`src/rtl/bw_io_impctl_pkg.sv`:
```
// Shared types and default constants for the impedance-control calibration engine.
//   state_e : calibration FSM states
//   dir_e   : search direction of the last non-tie decision
package bw_io_impctl_pkg;

  typedef enum logic [2:0] {
    StIdle,
    StSettle,
    StSample,
    StAdjust,
    StLocked
  } state_e;

  typedef enum logic [1:0] {
    DirNone,
    DirUp,
    DirDown
  } dir_e;

  localparam int unsigned CodeWDef       = 6;
  localparam int unsigned CodeInitDef    = 32;
  localparam int unsigned SettleCycDef   = 16;
  localparam int unsigned FiltNDef       = 8;
  localparam int unsigned LockCntDef     = 3;
  localparam int unsigned TrackPeriodDef = 1024;

endpackage

```
`src/rtl/bw_io_impctl_sync2.sv`:
```
// Two-flop synchronizer for a single asynchronous level.
//   clk   : destination clock
//   reset : asynchronous active-high reset (output clears to 0)
//   d_i   : asynchronous input
//   q_o   : synchronized output, two cycles of latency
module bw_io_impctl_sync2 (
  input  logic clk,
  input  logic reset,
  input  logic d_i,
  output logic q_o
);

  logic meta_q;
  logic sync_q;

  always_ff @(posedge clk or posedge reset) begin
    if (reset) begin
      meta_q <= 1'b0;
      sync_q <= 1'b0;
    end else begin
      meta_q <= d_i;
      sync_q <= meta_q;
    end
  end

  assign q_o = sync_q;

endmodule

```
`src/rtl/bw_io_impctl_cal.sv`:
```
// Impedance-control calibration engine. Runs a filtered up/down search on imp_code
// until the comparator decision reverses LOCK_CNT times, then publishes the code.
//   clk, reset   : core clock, asynchronous active-high reset
//   vref_impctl  : reference valid; low aborts or blocks calibration
//   cmp_hi       : asynchronous comparator, 1 = code must increase
//   cal_start    : single-cycle start request (accepted in IDLE or LOCKED)
//   imp_code     : current impedance code
//   code_upd     : one-cycle pulse alongside each new imp_code value
//   cal_busy     : search in progress
//   cal_done     : locked, imp_code valid
//   cal_sat      : search ran into code 0 or max
// Build option BW_IO_IMPCTL_TRACK_EN: periodic re-check while LOCKED.
module bw_io_impctl_cal
  import bw_io_impctl_pkg::*;
#(
  parameter int unsigned CODE_W       = CodeWDef,
  parameter int unsigned CODE_INIT    = CodeInitDef,
  parameter int unsigned SETTLE_CYC   = SettleCycDef,
  parameter int unsigned FILT_N       = FiltNDef,
  parameter int unsigned LOCK_CNT     = LockCntDef,
  parameter int unsigned TRACK_PERIOD = TrackPeriodDef
) (
  input  logic              clk,
  input  logic              reset,
  input  logic              vref_impctl,
  input  logic              cmp_hi,
  input  logic              cal_start,
  output logic [CODE_W-1:0] imp_code,
  output logic              code_upd,
  output logic              cal_busy,
  output logic              cal_done,
  output logic              cal_sat
);

  localparam int unsigned SettleW = $clog2(SETTLE_CYC + 1);
  localparam int unsigned SampW   = $clog2(FILT_N + 1);
  localparam int unsigned RevW    = $clog2(LOCK_CNT + 1);

  localparam logic [CODE_W-1:0]  CodeInit   = CODE_W'(CODE_INIT);
  localparam logic [CODE_W-1:0]  CodeMax    = '1;
  localparam logic [SettleW-1:0] SettleLast = SettleW'(SETTLE_CYC - 1);
  localparam logic [SampW-1:0]   SampLast   = SampW'(FILT_N - 1);
  localparam logic [SampW-1:0]   Half       = SampW'(FILT_N / 2);
  localparam logic [RevW-1:0]    RevMax     = RevW'(LOCK_CNT);

  if (SETTLE_CYC < 1 || FILT_N < 2 || (FILT_N & (FILT_N - 1)) != 0 || LOCK_CNT < 1 ||
      TRACK_PERIOD < 1) begin : g_param_check
    $error("bw_io_impctl_cal: illegal parameter value");
  end

  state_e              state_q, state_d;
  dir_e                last_dir_q, last_dir_d;
  logic [CODE_W-1:0]   code_q, code_d;
  logic                upd_q, upd_d;
  logic                busy_q, busy_d;
  logic                done_q, done_d;
  logic                sat_q, sat_d;
  logic [SettleW-1:0]  settle_cnt_q, settle_cnt_d;
  logic [SampW-1:0]    samp_cnt_q, samp_cnt_d;
  logic [SampW-1:0]    ones_q, ones_d;
  logic [RevW-1:0]     rev_cnt_q, rev_cnt_d;
  logic [RevW-1:0]     rev_inc, rev_next;
  logic                cmp_sync;
  logic                dec_tie;
  dir_e                dec_dir;
  logic                at_limit;
  logic [CODE_W-1:0]   code_step;

`ifdef BW_IO_IMPCTL_TRACK_EN
  localparam int unsigned PeriodW = $clog2(TRACK_PERIOD + 1);
  localparam logic [PeriodW-1:0] PeriodLast = PeriodW'(TRACK_PERIOD - 1);
  logic               track_q, track_d;  // set while a re-check pass runs out of LOCKED
  logic [PeriodW-1:0] period_cnt_q, period_cnt_d;
`endif

  bw_io_impctl_sync2 u_cmp_sync (
    .clk   (clk),
    .reset (reset),
    .d_i   (cmp_hi),
    .q_o   (cmp_sync)
  );

  assign rev_inc   = (rev_cnt_q == RevMax) ? rev_cnt_q : rev_cnt_q + RevW'(1);
  assign dec_tie   = (ones_q == Half);
  assign dec_dir   = (ones_q > Half) ? DirUp : DirDown;
  assign at_limit  = (dec_dir == DirUp) ? (code_q == CodeMax) : (code_q == '0);
  assign code_step = (dec_dir == DirUp) ? code_q + CODE_W'(1) : code_q - CODE_W'(1);

  always_comb begin
    state_d      = state_q;
    last_dir_d   = last_dir_q;
    code_d       = code_q;
    busy_d       = busy_q;
    done_d       = done_q;
    sat_d        = sat_q;
    settle_cnt_d = '0;
    samp_cnt_d   = '0;
    ones_d       = '0;
    rev_cnt_d    = rev_cnt_q;
    rev_next     = rev_cnt_q;
`ifdef BW_IO_IMPCTL_TRACK_EN
    track_d      = track_q;
    period_cnt_d = '0;
`endif
    if (state_q != StIdle && !vref_impctl) begin
      // Abort: code is held, so no update pulse follows.
      state_d = StIdle;
      busy_d  = 1'b0;
      done_d  = 1'b0;
`ifdef BW_IO_IMPCTL_TRACK_EN
      track_d = 1'b0;
`endif
    end else if (cal_start && vref_impctl && (state_q == StIdle || state_q == StLocked)) begin
      state_d    = StSettle;
      code_d     = CodeInit;
      rev_cnt_d  = '0;
      last_dir_d = DirNone;
      busy_d     = 1'b1;
      done_d     = 1'b0;
      sat_d      = 1'b0;
    end else begin
      unique case (state_q)
        StIdle: ;
        StSettle: begin
          if (settle_cnt_q == SettleLast) begin
            state_d = StSample;
`ifdef BW_IO_IMPCTL_TRACK_EN
            if (track_q) begin
              state_d = StLocked;
              track_d = 1'b0;
            end
`endif
          end else begin
            settle_cnt_d = settle_cnt_q + SettleW'(1);
          end
        end
        StSample: begin
          ones_d = ones_q + SampW'(cmp_sync);
          if (samp_cnt_q == SampLast) begin
            state_d = StAdjust;
          end else begin
            samp_cnt_d = samp_cnt_q + SampW'(1);
          end
        end
        StAdjust: begin
`ifdef BW_IO_IMPCTL_TRACK_EN
          if (track_q) begin
            // Re-check: step only against the dither direction recorded at lock.
            state_d = StLocked;
            track_d = 1'b0;
            if (!dec_tie && last_dir_q != DirNone && dec_dir != last_dir_q) begin
              if (at_limit) begin
                sat_d = 1'b1;
              end else begin
                code_d  = code_step;
                state_d = StSettle;
                track_d = 1'b1;
              end
            end
          end else begin
`endif
          if (dec_tie) begin
            rev_next = rev_inc;
            state_d  = StSample;
          end else begin
            if (last_dir_q != DirNone && dec_dir != last_dir_q) begin
              rev_next = rev_inc;
            end
            last_dir_d = dec_dir;
            if (rev_next != RevMax) begin
              if (at_limit) begin
                sat_d   = 1'b1;
                state_d = StLocked;
              end else begin
                code_d  = code_step;
                state_d = StSettle;
              end
            end
          end
          rev_cnt_d = rev_next;
          if (rev_next == RevMax) begin
            state_d = StLocked;
          end
          if (state_d == StLocked) begin
            busy_d = 1'b0;
            done_d = 1'b1;
          end
`ifdef BW_IO_IMPCTL_TRACK_EN
          end
`endif
        end
        StLocked: begin
`ifdef BW_IO_IMPCTL_TRACK_EN
          if (period_cnt_q == PeriodLast) begin
            state_d = StSample;
            track_d = 1'b1;
          end else begin
            period_cnt_d = period_cnt_q + PeriodW'(1);
          end
`endif
        end
      endcase
    end
    upd_d = (code_d != code_q);
  end

  always_ff @(posedge clk or posedge reset) begin
    if (reset) begin
      state_q      <= StIdle;
      last_dir_q   <= DirNone;
      code_q       <= CodeInit;
      upd_q        <= 1'b0;
      busy_q       <= 1'b0;
      done_q       <= 1'b0;
      sat_q        <= 1'b0;
      settle_cnt_q <= '0;
      samp_cnt_q   <= '0;
      ones_q       <= '0;
      rev_cnt_q    <= '0;
`ifdef BW_IO_IMPCTL_TRACK_EN
      track_q      <= 1'b0;
      period_cnt_q <= '0;
`endif
    end else begin
      state_q      <= state_d;
      last_dir_q   <= last_dir_d;
      code_q       <= code_d;
      upd_q        <= upd_d;
      busy_q       <= busy_d;
      done_q       <= done_d;
      sat_q        <= sat_d;
      settle_cnt_q <= settle_cnt_d;
      samp_cnt_q   <= samp_cnt_d;
      ones_q       <= ones_d;
      rev_cnt_q    <= rev_cnt_d;
`ifdef BW_IO_IMPCTL_TRACK_EN
      track_q      <= track_d;
      period_cnt_q <= period_cnt_d;
`endif
    end
  end

  assign imp_code = code_q;
  assign code_upd = upd_q;
  assign cal_busy = busy_q;
  assign cal_done = done_q;
  assign cal_sat  = sat_q;

endmodule

```
`config.mk`:
```
export PLATFORM = sky130hd
export DESIGN_NAME = bw_io_impctl_cal
export DESIGN_NICKNAME = d
export VERILOG_FILES = /design/src/rtl/bw_io_impctl_pkg.sv /design/src/rtl/bw_io_impctl_sync2.sv /design/src/rtl/bw_io_impctl_cal.sv
export SDC_FILE = /design/constraint.sdc
export NUM_CORES = 1
export LEC_CHECK = 0
export ABC_AREA = 0
export CAP_MARGIN = 20
export CORE_ASPECT_RATIO = 1.5
export CORE_MARGIN = 5
export CORE_UTILIZATION = 56
export DETAILED_ROUTE_END_ITERATION = 8
export PLACE_DENSITY = 0.77
export SLEW_MARGIN = 0
export SYNTH_ARGS = -nofsm -noshare
export SYNTH_HDL_FRONTEND = slang
export SYNTH_SLANG_ARGS = --single-unit
```
`constraint.sdc`:
```
create_clock -name clk -period 2.75 [get_ports clk]
set_clock_uncertainty 0.2 [all_clocks]
set_input_delay 0.825 -clock clk [delete_from_list [all_inputs] [get_ports clk]]
set_output_delay 0.825 -clock clk [all_outputs]
set_load 0.02 [all_outputs]
```
Figure 1. Sequential cells coloured by netlist name (run 1).
Other sequential cells in the stronger grey, the rest of the logic in the fainter grey.
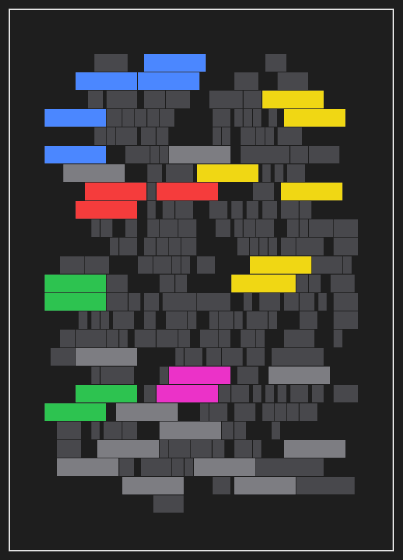
legend:
  red:
    name_in_the_netlist: state_q
    sequential_cells: 3
  green:
    name_in_the_netlist: samp_cnt_q
    sequential_cells: 4
  magenta:
    name_in_the_netlist: rev_cnt_q
    sequential_cells: 2
  blue:
    name_in_the_netlist: settle_cnt_q
    sequential_cells: 5
    where: upper left
  yellow:
    name_in_the_netlist: imp_code
    sequential_cells: 6
Seq group: 715 uW
fraction of area in registers: 37.8%
final core occ: 67.1%
Flop area: 802 um^2

Figure 2. Cell sizes after repair (run 1).
Bar = 20 um.
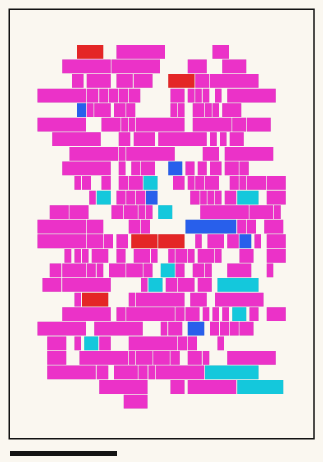
legend:
  magenta:
    size: x1 and smaller
    cells: 192
    share: 90%
  red:
    size: x6 and larger
    cells: 5
    share: 2.3%
  blue:
    size: x2
    cells: 6
    share: 2.8%
  cyan:
    size: x3 and x4
    cells: 11
    share: 5.1%
Area growth, synth to finish: 16.3%
Non-Filler Cell Area, Final: 2120 um^2

==> results_slide.txt, run 1 <==
Implementation Results

Drt
  • Via count: 1538
  • Via/cell ratio: 6.06
  • Drt drc: 0
  • DRT iter0 DRCs: approximately 63
  • Routed WL per cell: 16.1 um
  • TritonRoute pass-1 iters: 4

Setup path
  • Critical path buffers and inverters: 1
  • Critical Path RT: 2.75 ns
  • Crit. End Element: flip-flop
  • Crit path arrival time: about 2.6 ns
  • Worst r2r src: ones_q[2]
  • Family with the most delay on the worst path: AND-OR/OR-AND gates
  • Crit path launch type: flip-flop
  • R2R setup slack: 0.12 ns
  • Critical path class: flip-flop to flip-flop
  • CP cell instances: o21a_1 -> nor2_1 -> buf_4 -> ha_1 -> a211oi_1 -> o21ai_0 -> nand3_1 -> a41oi_1 -> nor3b_1
  • CP max stage delay: 0.50 ns
  • Worst reg2reg endpoint: imp_code[5]
  • Worst path depth: 9
  • CP max-delay cell: dfrtp_1
  • Max FO, Critical Path: 8
  • CP endpoint: imp_code[5]

Synth
  • Synth Instances: 191
  • Asr flop ratio synth: 100%
  • Top cells by count: 31 x dfrtp_1, 22 x nor2_1, 15 x nand2_1
  • Synth unique cells: between 50 and 60
  • # Cells Yosys: ~190
  • AND-OR/OR-AND Cells, Area Fraction: 15.9%
  • Dominant combinational family: simple AND/OR/NAND/NOR gates
  • Primary FF master, synth: dfrtp_1
  • Mux area share: less than 1%
  • YS warnings: 0
  • Seq share, synth: a little over two fifths
  • Cell type with the largest total area: dfrtp_1
  • Synth Net Count: 205
  • Yosys stat area: 1820 um^2
  • Post-synth EDFFs: 0
  • Syn_area_per_cell: 9.54 um^2
  • Area leader share: about 43%

Global routing
  • Largest net degree at the start of global routing: 33
  • Remaining Overflow, GRT: 0
  • All-layer global routing usage: 20.2%
  • Antenna violations before repair: 0
  • Vias in the first global route: ~1500
  • First-pass GRT wire length: 6.94 mm

Clocking
  • CTS buffer count: 5
  • Longest Clk Path Bufs: 2
  • H-tree depth: 2
  • TritonCTS clock tree: done
  • CTS clk-pin slew, worst paths: about 0.07 ns
  • CTS Hold Bufs: 0
  • Post-CTS Setup Bufs: 0
  • Post-cts resize count: 0

Status
  • Status: completed

Place
  • Routability Congestion: 0.814
  • Dpl cell area: 2040 um^2
  • Final HPWL DP: 3.10 mm

STA
  • TNS Setup: 0 ns
  • Worst slew pin tran: approximately 0.55 ns
  • Tcrit/Tclk final: 95.5%
  • RSZ-0062 raised after global routing: false
  • Final setup viols: 0
  • Fmax achieved: between 0.3 and 0.4 GHz
  • Worst hold slack: around 0.15 ns
  • Rel. slew slack: 63.4%
  • Final hold vios: 0

Power and ir drop
  • Worst VDD drop: 0.554 mV
  • P_leak: 0.913 nW
  • PwrDens: around 910 nW/um^2

Cells and area
  • N_diodes: 0
  • Nets: 227
  • Layout cells sized above 1: about 10%

Min path
  • Hold Crit Class: flip-flop to flip-flop

Floorplan
  • Chip Area: 4520 um^2
  • Boundary Pins: 15
  • Die W: 56.6 um
  • Core ar.: 3160 um^2
Figure 3. Clock wires, drivers and flops (run 1).
Bar = 20 um.
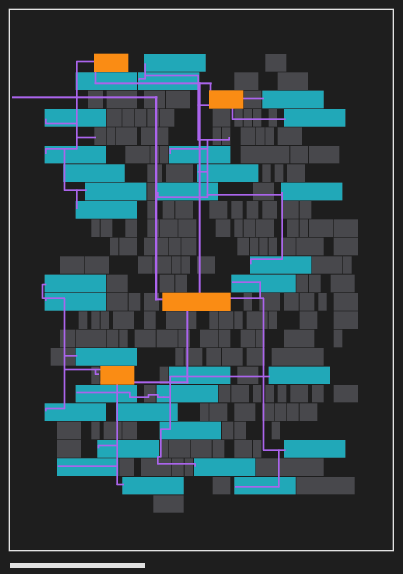
legend:
  cyan:
    item: flip-flops
    count: 32
  purple:
    item: clock wires
    length: 449 um
  orange:
    item: clock-net drivers
    count: 5
routed clock nets: 6
clk_lat worst skew: 0.29 ns
clock power share: 18.1%

Figure 4. Gate families picked out (run 1).
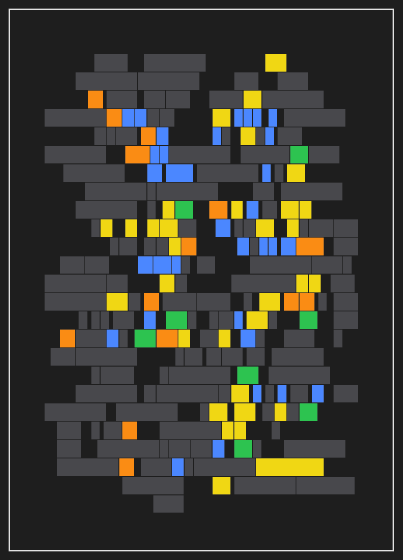
legend:
  orange:
    family: and/or cells
    cells: 14
    most_used: and2_1
  yellow:
    family: aoi and oai cells
    cells: 32
    most_used: a21oi_1
  green:
    family: non-inverting ao/oa cells
    cells: 8
    most_used: o21a_1
  blue:
    family: nand cells
    cells: 32
    most_used: nand2_1
most numerous logic cell after layout: dfrtp_1
logic share of the area: 45.1%
Finished Layout Cells: 254

## run 1: where the power goes
group | switching (mW) | internal (mW)
logic | 0.478 | 0.383
registers | 0.138 | 0.577
clock network | 0.170 | 0.177
total | 0.786 | 1.14
## run 1: cells in the final DEF, fill, tap and decap left out, types with 3 or more instances in the layout
cell type / Yosys / layout
xnor2_1: 6 / 6
nor3_1: 10 / 10
buf_4: 1 / 7
clkbuf_8: 0 / 5
o211ai_1: 4 / 4
o21a_1: 3 / 3
nand4_1: 4 / 4
and3_1: 3 / 3
o21ai_0: 5 / 5
nand2_1: 15 / 15
and2_1: 4 / 4
nor4_1: 3 / 3
nor2_1: 22 / 22
clkdlybuf4s50_1: 0 / 14
nand3_1: 10 / 10
a21oi_1: 9 / 9
inv_1: 10 / 10
ha_1: 8 / 8
dfrtp_1: 31 / 31
## run 1: layer usage
layer / wire length [um] / GRT usage [%] / up-vias
li1: - / - / 739
met1: 1660 / 22.4 / 744
met2: 2130 / 35.2 / 45
met3: 196 / 5.34 / 10
met4: 113 / 9.74 / 0
met5: 0 / 0 / -
## run 1: how the worst min path moves through the flow
stage                       from        endpoint  slack, ns  cells after the start
3_3_place_gp   u_cmp_sync.meta_q  u_cmp_sync.q_o       0.13                      0
6_report       u_cmp_sync.meta_q  u_cmp_sync.q_o       0.15                      0
5_1_grt        u_cmp_sync.meta_q  u_cmp_sync.q_o       0.17                      0
2_1_floorplan  u_cmp_sync.meta_q  u_cmp_sync.q_o       0.13                      0
4_1_cts        u_cmp_sync.meta_q  u_cmp_sync.q_o       0.15                      0
3_5_place_dp   u_cmp_sync.meta_q  u_cmp_sync.q_o       0.14                      0
## run 1: through the flow
step	util [%]	instances	power, mW
floorplan	-	191	1.27
global placement	64.6	246	1.54
detailed placement	64.6	246	1.58
CTS	67.1	254	1.93
global route	67.1	254	2.05
finish	67.1	254	1.92
## run 1: final cells by class
class,count,area (um^2)
Fill cell,249,1040
Clock buffer,7,76.3
Tap cell,40,50.0
Multi-Input combinational cell,143,957
Clock inverter,1,5.00
Inverter,10,37.5
Sequential cell,32,802
Timing Repair Buffer,21,193
## run 1: state kept, by name, indices dropped and copies added (netlist names)
register / flops
state_q: 3
cal_done: 1
settle_cnt_q: 5
u_cmp_sync.q_o: 1
u_cmp_sync.meta_q: 1
imp_code: 6
cal_sat: 1
code_upd: 1
last_dir_q: 2
ones_q: 4
rev_cnt_q: 2
cal_busy: 1
samp_cnt_q: 4
## run 1: cells by family (layout without fill, tap and decap cells)
group,after synthesis,in the layout
flip-flops,32,32
AND/OR/NAND/NOR,86,86
AND-OR/OR-AND,40,40
buffers and inverters,16,39
XOR/XNOR,7,7
adder cells (fa/ha/maj),9,9
multiplexers,1,1
==> inputs of run 2 (changes only) <==
--- a/config.mk
+++ b/config.mk
@@ -9,9 +9,8 @@
 export CAP_MARGIN = 20
 export CORE_ASPECT_RATIO = 1.5
 export CORE_MARGIN = 5
-export CORE_UTILIZATION = 56
+export CORE_UTILIZATION = 45
 export DETAILED_ROUTE_END_ITERATION = 8
-export PLACE_DENSITY = 0.77
 export SLEW_MARGIN = 0
 export SYNTH_ARGS = -nofsm -noshare
 export SYNTH_HDL_FRONTEND = slang
==> run 2 against run 1 <==
Compared with the run above: first-iteration DRC count is 35% higher; routed wire length up 0.29%; sequential share of layout area shrank 0.097 points; critical path depth unchanged; fmax increased by 3.2%; register-to-register slack gained 0.08 ns; global-route usage decreased by 3.0 points; core utilization decreased by 13 points; clock power shrank 4%; worst hold slack about the same; die area is 21% higher; largest cell class unchanged; largest power group unchanged.
==> results_slide.txt, run 2 <==
Implementation Results

Setup path
  • Worst reg2reg endpoint: imp_code[4]
  • CP max-delay cell: dfrtp_1
  • CP cell instances: o21a_1 -> nor2_1 -> inv_1 -> fa_1 -> nor2b_1 -> o21ai_0 -> and3_1 -> o2111ai_1 -> o211ai_1
  • Worst r2r src: ones_q[1]
  • Max FO, Critical Path: 7
  • Crit. End Element: flip-flop
  • Crit path launch type: flip-flop

Status
  • Status: completed

Clocking
  • CTS clk-pin slew, worst paths: around 0.070 ns
  • Longest Clk Path Bufs: 2

Cells and area
  • Nets: 227
  • Largest register FFs: 6
  • Logic area: 962 um^2
  • Number of fill cells: 357
  • Layout cells sized above 1: 11.3%
  • Final core occ: 54.3%
  • Dominant logic cell types in the final layout: 30 x dfrtp_1, 22 x nor2_1, 15 x nand2_1
  • Area growth, synth to finish: 16.8%
  • Most numerous logic cell after layout: dfrtp_1
  • Non-Filler Cell Area, Final: 2130 um^2
  • Flop area: 803 um^2

Global routing
  • First-pass GRT wire length: around 7.1 mm
  • Largest net degree at the start of global routing: 33
  • Vias in the first global route: 1566

Synth
  • # Cells Yosys: 191
  • Area leader share: a little over two fifths
  • Seq share, synth: 44.0%
  • Synth Instances: between 150 and 200
  • Post-synth EDFFs: 0
  • Syn_area_per_cell: about 9.5 um^2
  • Top cells by count: 31 x dfrtp_1, 22 x nor2_1, 15 x nand2_1
  • Synth unique cells: 51
  • YS warnings: 0
  • Synth Net Count: 205

STA
  • Worst hold slack: 0.151 ns
  • Rel. slew slack: between 60% and 70%
  • TNS Setup: 0 ns
  • Final setup viols: 0
  • RSZ-0062 raised after global routing: false
  • Tcrit/Tclk final: roughly 93%

Place
  • Dpl cell area: 2050 um^2
  • Final HPWL DP: 3.09 mm
  • Routability Congestion: about 0.87
  • Dpl cells: around 250

Min path
  • HP Start: u_cmp_sync.meta_q
  • Hold Crit Endpoint: u_cmp_sync.q_o

Floorplan
  • Boundary Pins: 15
  • Chip Area: 5450 um^2
  • Core ar.: 3920 um^2

Drt
  • Drt drc: 0
  • Routed WL per cell: 15.9 um
  • Routed met2 length: 2.14 mm
  • Via count: 1516
  • Via/cell ratio: 5.88

Power and ir drop
  • Final Power: 1.91 mW
  • Worst VDD drop: 0.579 mV
  • PwrDens: 895 nW/um^2
## run 2: cell counts after synthesis
No cell type changed its count.
## run 2: cell type report
cell class | instances | area share [%]
tap | 45 | 2.64
clock buffer | 6 | 3.41
inverter | 10 | 1.76
clock inverter | 1 | 0.235
timing repair buffer | 21 | 9.05
sequential | 32 | 37.7
multi-input combinational | 143 | 45.2
## run 2: critical path: cells and delay by family, from the launching register on
| kind | cells | cell delay [ns] |
|---|---|---|
| and+or+nand+nor | 3 | 0.47 |
| buffers and inverters | 1 | 0.11 |
| DFF | 1 | 0.46 |
| AOI/OAI and AO/OA | 4 | 0.74 |
| adders and majority gates | 1 | 0.42 |
## run 2: worst max path at each step
stage | end | cells after the start | slack, ns | startpoint
2_1_floorplan | imp_code[4] | 9 | 0.29 | ones_q[1]
3_3_place_gp | samp_cnt_q[2] | 6 | 0.19 | vref_impctl
3_5_place_dp | ones_q[3] | 6 | 0.16 | vref_impctl
4_1_cts | imp_code[4] | 9 | 0.23 | ones_q[1]
5_1_grt | imp_code[5] | 9 | 0.06 | ones_q[1]
6_report | imp_code[4] | 9 | 0.21 | ones_q[1]
## run 2: cells by family (layout without fill, tap and decap cells)
group | after synthesis | in the layout | synth area share (%)
adder cells (fa/ha/maj) | 9 | 9 | 6.59
flip-flops | 32 | 32 | 44.0
multiplexers | 1 | 1 | 0.549
buffers and inverters | 16 | 38 | 3.50
AND/OR/NAND/NOR | 86 | 86 | 26.1
XOR/XNOR | 7 | 7 | 3.36
AND-OR/OR-AND | 40 | 40 | 15.9
## run 2: repair_timing
| action | 4_1_cts | 5_1_grt |
|---|---|---|
| setup endpoints to repair | 0 | 1 |
| hold buffers | 0 | 0 |
| gates resized | 0 | 2 |
## run 2: metal layers
layer  track usage [%]  vias up
li1                  -      736
met1              21.2      738
met2              29.2       36
met3              3.10        6
met4              5.41        0
met5                 0        -
## run 2: where the power goes
group	switching, mW	internal (mW)	total, mW
Combinational	0.466	0.388	0.854
Clock	0.162	0.172	0.334
Sequential	0.140	0.577	0.718
Total	0.768	1.14	1.91
Figure 5. Clock wires, drivers and flops (run 2).
Bar = 20 um.
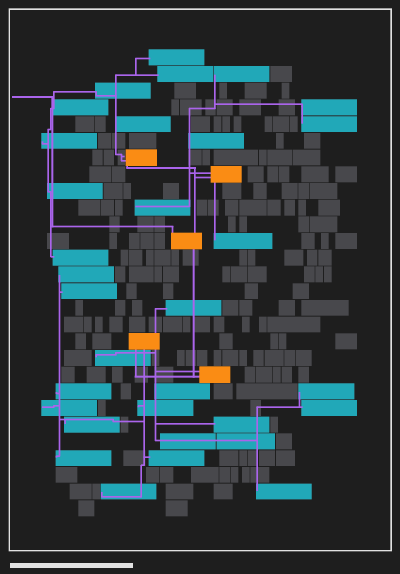
legend:
  purple:
    item: clock wires
    length: 439 um
  cyan:
    item: flip-flops
    count: 32
  orange:
    item: clock-net drivers
    count: 5
routed clock nets: 6
flops lie: all over the die
total clock network power: 334 uW
clk_lat worst skew: 0.28 ns
clock power share: 17.5%

Figure 6. Clock wiring as the flow saved it (run 2).
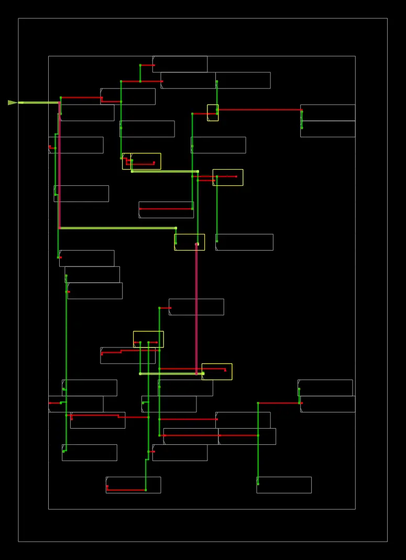
Flops: 32
# clk buffers: 6
CTS buffer count: 5
clock sink total: 32

==> inputs of run 3 (changes only) <==
--- a/config.mk
+++ b/config.mk
@@ -9,8 +9,10 @@
 export CAP_MARGIN = 20
 export CORE_ASPECT_RATIO = 1.5
 export CORE_MARGIN = 5
-export CORE_UTILIZATION = 45
+export CORE_UTILIZATION = 60
+export CTS_BUF_LIST = sky130_fd_sc_hd__clkbuf_4 sky130_fd_sc_hd__clkbuf_8
 export DETAILED_ROUTE_END_ITERATION = 8
+export PLACE_DENSITY = 0.82
 export SLEW_MARGIN = 0
 export SYNTH_ARGS = -nofsm -noshare
 export SYNTH_HDL_FRONTEND = slang
==> run 3 against run 2 <==
Compared with the run above: core utilization rose by 19 points; worst hold slack gained 0.010 ns; die area decreased by 22%; power is 0.94% higher; sequential cell count is the same; setup slack worse by 0.0012 ns; clock-buffer cell count is 2 higher; critical path depth unchanged; sequential power about the same; final cell count fell by 2.3%; global-route usage rose by 5.0 points.
==> results_slide.txt, run 3 <==
Implementation Results

Cells and area
  • Layout cells sized above 1: 10.8%
  • N_diodes: 0
  • Most numerous logic cell after layout: dfrtp_1
  • Nets: roughly 230

Synth
  • Syn_area_per_cell: 9.54 um^2
  • Asr flop ratio synth: 100%
  • Top cells by count: 31 x dfrtp_1, 22 x nor2_1, 15 x nand2_1
  • Seq share, synth: around 44%
  • Synth unique cells: about 50
  • Synth Instances: around 190

Clocking
  • Clk_lat worst skew: 0.28 ns
  • CTS buffer count: 5
  • H-tree depth: 2
  • Post-CTS Setup Bufs: 0
  • Longest Clk Path Bufs: 2

Global routing
  • Antenna violations before repair: 0
  • Vias in the first global route: 1591
  • Remaining Overflow, GRT: 0
  • First-pass GRT wire length: between 6 and 7 mm
  • Largest net degree at the start of global routing: 33
  • All-layer global routing usage: about 22%

Setup path
  • CP max-delay cell: dfrtp_1
  • Max FO, Critical Path: 8
  • Crit. End Element: flip-flop
  • Family with the most delay on the worst path: AND-OR/OR-AND gates
  • Crit path launch type: flip-flop
  • Critical path class: flip-flop to flip-flop
  • R2R setup slack: 0.20 ns
  • Worst path depth: 9
  • Critical Path RT: 2.74 ns
  • CP max stage delay: 0.49 ns

Power and ir drop
  • Worst VDD drop: 0.645 mV
  • PwrDens: between 900 and 1000 nW/um^2

Min path
  • Hold Crit Class: flip-flop to flip-flop

STA
  • Rel. slew slack: a little under two thirds
  • RSZ-0062 raised after global routing: false
  • Fmax achieved: 0.393 GHz

Status
  • Status: completed

Drt
  • TritonRoute pass-1 iters: 4
  • Via count: approximately 1500
  • Routed WL per cell: 15.7 um
  • Drt drc: 0

Floorplan
  • Chip Area: 4260 um^2
  • Die W: approximately 55 um
  • Core ar.: 2910 um^2

Place
  • Routability Congestion: a little over 0.9
run 3: cell counts after synthesis:
Identical to the previous run, type by type.
run 3: metrics by stage:
stage | hold slack (ns) | setup WS [ns] | power [mW] | area, um^2 | instances
CTS | 0.163 | 0.177 | 1.94 | 2120 | 252
global placement | 0.144 | 0.144 | 1.53 | 2030 | 244
detailed placement | 0.150 | 0.108 | 1.57 | 2030 | 244
finish | 0.161 | 0.204 | 1.92 | 2120 | 252
global route | 0.187 | 0.0504 | 2.07 | 2120 | 252
floorplan | 0.131 | 0.290 | 1.27 | 1820 | 191
run 3: worst reg2reg max path: stages, from the launching register on:
cell,delay [ns]
dfrtp_1,0.49
o21a_1,0.26
nor2_1,0.07
buf_4,0.17
ha_1,0.29
a211oi_1,0.28
o21ai_0,0.19
nand3_1,0.14
a41oi_1,0.12
nor3b_1,0.25
run 3: layout make-up:
type	count	area, um^2	area share [%]
timing repair buffer	20	185	8.73
multi-input combinational	143	957	45.1
sequential	32	802	37.8
inverter	10	37.5	1.77
tap	39	48.8	2.30
clock buffer	8	91.3	4.30
run 3: cell families (layout without fill, tap and decap cells):
logic type               count (synthesis)  after routing  synth area share (%)
adder cells (fa/ha/maj)                  9              9                  6.59
multiplexers                             1              1                 0.549
AND/OR/NAND/NOR                         86             86                  26.1
flip-flops                              32             32                  44.0
XOR/XNOR                                 7              7                  3.36
buffers and inverters                   16             38                  3.50
AND-OR/OR-AND                           40             40                  15.9
run 3: worst min-delay path by stage:
stage / from / endpoint / slack, ns / cells past startpoint
finish: u_cmp_sync.meta_q / u_cmp_sync.q_o / 0.16 / 0
global route: u_cmp_sync.meta_q / u_cmp_sync.q_o / 0.19 / 0
CTS: u_cmp_sync.meta_q / u_cmp_sync.q_o / 0.16 / 0
detailed placement: u_cmp_sync.meta_q / u_cmp_sync.q_o / 0.15 / 0
global placement: u_cmp_sync.meta_q / u_cmp_sync.q_o / 0.14 / 0
floorplan: u_cmp_sync.meta_q / u_cmp_sync.q_o / 0.13 / 0
run 3: routing by layer:
layer / global-route usage (%) / routed length (um) / vias to the layer above
met4: 11.7 / 89 / 0
met3: 4.79 / 159 / 11
li1: - / - / 730
met2: 36.0 / 2190 / 50
met5: 0 / 0 / -
met1: 26.2 / 1510 / 731
run 3: power breakdown:
group / switching [mW] / internal (mW) / total, mW / leakage (nW)
logic: 0.466 / 0.375 / 0.842 / 0.442
registers: 0.141 / 0.578 / 0.718 / 0.424
clock network: 0.154 / 0.209 / 0.363 / 0.0498
Figure 7. Sequential cells coloured by netlist name (run 3).
Other sequential cells in the stronger grey, the rest of the logic in the fainter grey.
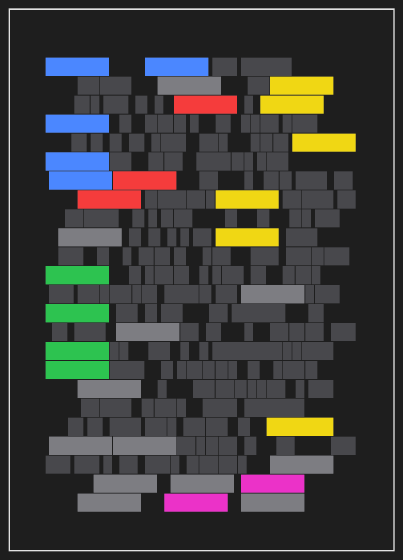
legend:
  blue:
    name_in_the_netlist: settle_cnt_q
    sequential_cells: 5
    where: upper left
  yellow:
    name_in_the_netlist: imp_code
    sequential_cells: 6
  green:
    name_in_the_netlist: samp_cnt_q
    sequential_cells: 4
    where: middle left
  magenta:
    name_in_the_netlist: rev_cnt_q
    sequential_cells: 2
  red:
    name_in_the_netlist: state_q
    sequential_cells: 3
Seq group: 718 uW
fraction of area in registers: 37.8%
final core occ: 72.9%

Figure 8. Clock wiring as the flow saved it (run 3).
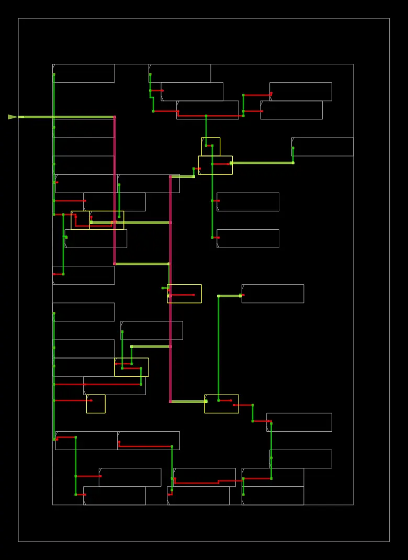
# clk buffers: 8
total clock network power: 363 uW

Power figures rest on the tool's default switching activity, not on a simulated workload.
